### Sequential cells colored by netlist name

The bar under the picture is 20 um long.
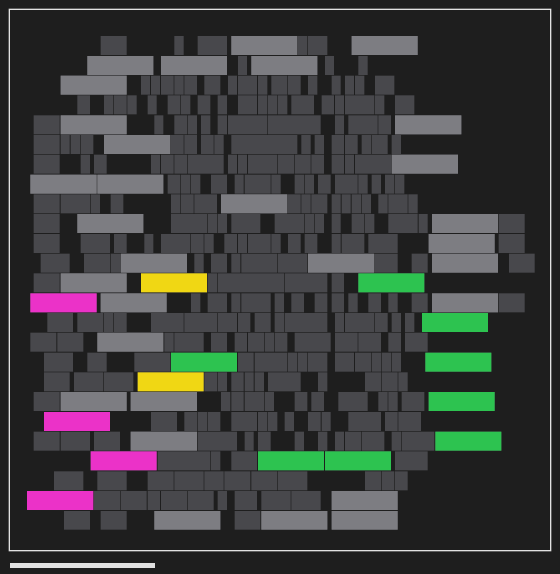
### Placement view

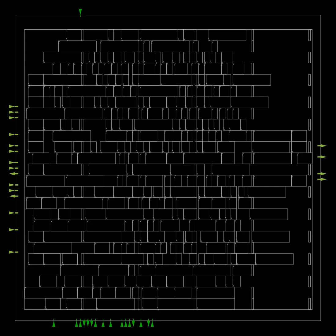
### Wiring heat map

The die is cut into 15 by 15 equal tiles; dark blue is low, red is high, scaled to the fullest tile. Values are wire area over tile area, all layers added.
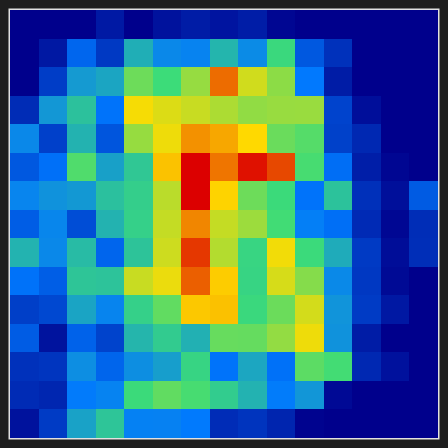
<file path="config.mk">
export PLATFORM = sky130hd
export DESIGN_NAME = count_seq_ctrl
export DESIGN_NICKNAME = d
export VERILOG_FILES = /design/src/rtl/count_seq_ctrl.sv
export SDC_FILE = /design/constraint.sdc
export NUM_CORES = 1
export LEC_CHECK = 0
export ABC_AREA = 1
export CAP_MARGIN = 20
export CORE_MARGIN = 2
export CORE_UTILIZATION = 49
export DETAILED_ROUTE_END_ITERATION = 16
export GPL_ROUTABILITY_DRIVEN = 0
export GPL_TIMING_DRIVEN = 0
export PLACE_DENSITY = 0.76
export SETUP_SLACK_MARGIN = 0.1
export SLEW_MARGIN = 10
export SYNTH_ARGS = -nofsm -noshare
export SYNTH_HDL_FRONTEND = slang
export SYNTH_SLANG_ARGS = --single-unit
export TNS_END_PERCENT = 100
</file>
<file path="constraint.sdc">
create_clock -name CLK -period 1.6 [get_ports CLK]
set_input_delay 0.16 -clock CLK [delete_from_list [all_inputs] [get_ports CLK]]
set_output_delay 0.16 -clock CLK [all_outputs]
set_load 0.005 [all_outputs]
</file>
<file path="src/rtl/count_seq_ctrl.sv">
// count_seq_ctrl: command sequencer for a 4-bit up/down load counter.
// Takes one command per valid/ready handshake. For each command it issues
// one load cycle, then STEPS count-enable pulses spaced CMD_DIV+1 cycles
// apart, then a one-cycle DONE. It also keeps a sticky flag that records
// whether the counter's carry-out was seen during the run.
// Optional feature: define CNT_SEQ_ABORT_EN to add an ABORT input that
// ends a sequence early.
module count_seq_ctrl #(
  parameter int STEP_W = 8,
  parameter int DIV_W  = 8
) (
  input  logic              CLK,
  input  logic              RST_,
  input  logic              CMD_VALID,
  output logic              CMD_READY,
  input  logic              CMD_MODE,
  input  logic [3:0]        CMD_START,
  input  logic [STEP_W-1:0] CMD_STEPS,
  input  logic [DIV_W-1:0]  CMD_DIV,
  input  logic              CO_IN,
`ifdef CNT_SEQ_ABORT_EN
  input  logic              ABORT,
`endif
  output logic              CNT_CE,
  output logic              CNT_LD,
  output logic              CNT_M,
  output logic [3:0]        CNT_D,
  output logic              BUSY,
  output logic              DONE,
  output logic              WRAP_SEEN
);

  typedef enum logic [1:0] {S_IDLE, S_LOAD, S_RUN, S_DONE} state_t;

  state_t            state_q, state_d;
  logic [DIV_W-1:0]  div_lat_q, div_lat_d;
  logic [STEP_W-1:0] steps_lat_q, steps_lat_d;
  logic [DIV_W-1:0]  pre_q, pre_d;
  logic [STEP_W-1:0] steps_q, steps_d;
  logic              wrap_q, wrap_d;
  logic              ce_q, ce_d, ld_q, ld_d, m_q, m_d, busy_q, busy_d, done_q, done_d;
  logic [3:0]        d_q, d_d;
  logic              accept, abort_req;

  assign CMD_READY = (state_q == S_IDLE);
  assign accept    = CMD_VALID && CMD_READY;

`ifdef CNT_SEQ_ABORT_EN
  assign abort_req = ABORT;
`else
  assign abort_req = 1'b0;
`endif

  // State register.
  always_ff @(posedge CLK or negedge RST_) begin
    if (!RST_) state_q <= S_IDLE;
    else       state_q <= state_d;
  end

  // Next-state: the last pulse is when steps_q==1 and the prescaler is at 0. An abort forces DONE.
  always_comb begin
    state_d = state_q;
    unique case (state_q)
      S_IDLE: if (accept) state_d = S_LOAD;
      S_LOAD: state_d = (steps_lat_q == '0) ? S_DONE : S_RUN;
      S_RUN:  if (pre_q == '0 && steps_q == STEP_W'(1)) state_d = S_DONE;
      S_DONE: state_d = S_IDLE;
      default: state_d = S_IDLE;
    endcase
    if (abort_req && (state_q == S_LOAD || state_q == S_RUN)) state_d = S_DONE;
  end

  // Datapath: latch the command, run the prescaler and steps down-counters, track wrap.
  always_comb begin
    div_lat_d   = div_lat_q;
    steps_lat_d = steps_lat_q;
    pre_d       = pre_q;
    steps_d     = steps_q;
    wrap_d      = wrap_q;
    unique case (state_q)
      S_IDLE: if (accept) begin
        div_lat_d   = CMD_DIV;
        steps_lat_d = CMD_STEPS;
        wrap_d      = 1'b0;
      end
      S_LOAD: begin
        pre_d   = div_lat_q;
        steps_d = steps_lat_q;
      end
      S_RUN: begin
        if (CO_IN) wrap_d = 1'b1;
        if (pre_q == '0) begin
          pre_d = div_lat_q;
          if (steps_q != '0) steps_d = steps_q - STEP_W'(1);
        end else begin
          pre_d = pre_q - DIV_W'(1);
        end
      end
      default: ;
    endcase
  end

  // Outputs: registered values computed from the next state. A CE fires in any cycle where RUN's prescaler sits at 0.
  always_comb begin
    ce_d   = (state_d == S_LOAD) || (state_d == S_RUN && pre_d == '0);
    ld_d   = (state_d == S_LOAD);
    busy_d = (state_d != S_IDLE);
    done_d = (state_d == S_DONE);
    m_d    = m_q;
    d_d    = d_q;
    if (accept) begin
      m_d = CMD_MODE;
      d_d = CMD_START;
    end
  end

  // Datapath and output registers.
  always_ff @(posedge CLK or negedge RST_) begin
    if (!RST_) begin
      div_lat_q   <= '0;
      steps_lat_q <= '0;
      pre_q       <= '0;
      steps_q     <= '0;
      wrap_q      <= 1'b0;
      ce_q        <= 1'b0;
      ld_q        <= 1'b0;
      m_q         <= 1'b0;
      d_q         <= '0;
      busy_q      <= 1'b0;
      done_q      <= 1'b0;
    end else begin
      div_lat_q   <= div_lat_d;
      steps_lat_q <= steps_lat_d;
      pre_q       <= pre_d;
      steps_q     <= steps_d;
      wrap_q      <= wrap_d;
      ce_q        <= ce_d;
      ld_q        <= ld_d;
      m_q         <= m_d;
      d_q         <= d_d;
      busy_q      <= busy_d;
      done_q      <= done_d;
    end
  end

  assign CNT_CE    = ce_q;
  assign CNT_LD    = ld_q;
  assign CNT_M     = m_q;
  assign CNT_D     = d_q;
  assign BUSY      = busy_q;
  assign DONE      = done_q;
  assign WRAP_SEEN = wrap_q;

endmodule

</file>
==> results.txt <==
run results: status complete, but fails checks, failing checks setup timing, CP Max Fanout 7, clock slew at reported path FFs roughly 90 ps, vias in the first global route approximately 2,000, synthesized instance count ~290, HP Class in -> async, Sw Share 45.00%, layout cell share with drive strength beyond 1 26.32%, slew margin rel. 80.60%, port bufs 35, Setup violations, final 8, fp util roughly 50%, largest class logic gates, met3 wire length about 240 um, # clk buffers 6, Floorplan Nets approximately 320, total die area around 5500 um^2, combinational power share roughly three fifths, Setup WS pre-CTS -179.8 ps, Worst VDD drop 1.108 mV, post-DP HPWL ~3800 um, Critical Path End CNT_CE$_DFF_PN0_, min setup slack post-route -123.5 ps, M2 GR Usage roughly 34%, TritonCTS clock tree yes, row cnt 25, most used logic cell in the final layout nand2_1, Synth Area in Simple Gates roughly 23%, Routed WL 5533 um, YS chip area between 2000 and 2500 um^2, antenna diode count 0, Worst Path Class, Setup reg -> reg, clock network area share ~3%, Signal buf overhead between 10% and 20%, # Post-CTS Setup Buffers 5, DRT antenna net count 0, met1 usage ~31%
Back to the opening pictures, 'Sequential cells colored by netlist name':
[magenta] `CNT_D` | flops: 4 | where: south-west
[green] `steps_q` | flops: 8
[yellow] `state_q` | flops: 2

Back to the opening pictures, 'Placement view':
flop share of the area: 34.40%
Final Non-Filler Cells: 409
TAP cells: 67

Back to the opening pictures, 'Wiring heat map':
densest ninth of the die: center
tiles over half the peak: 26%
fullest tile: 0.49
nearly empty tiles: 18%
mean over tiles: 0.16

-- worst reg2reg max path, cell delays in order (launching register included) --
cell and delay [ps]:
dfrtp_1 420, inv_2 110, ha_4 160, nand2_4 70
nor2_8 180, nand2_1 90, nand2_1 90, nand2_1 80
nand2_2 80, nand2_4 80, nand3_2 90, nor2_2 50
nand3_1 70, nand2_1 50
-- power groups by stage --
stage               logic, mW  registers (mW)  clock network (mW)
finish                   4.47            2.10               0.746
global route             4.94            2.17               0.799
CTS                      3.99            2.08               0.759
detailed placement       3.55            2.10                   0
global placement         3.46            2.08                   0
floorplan                2.62            2.01                   0
No activity file was given, so power comes from the tool's default toggle rates.
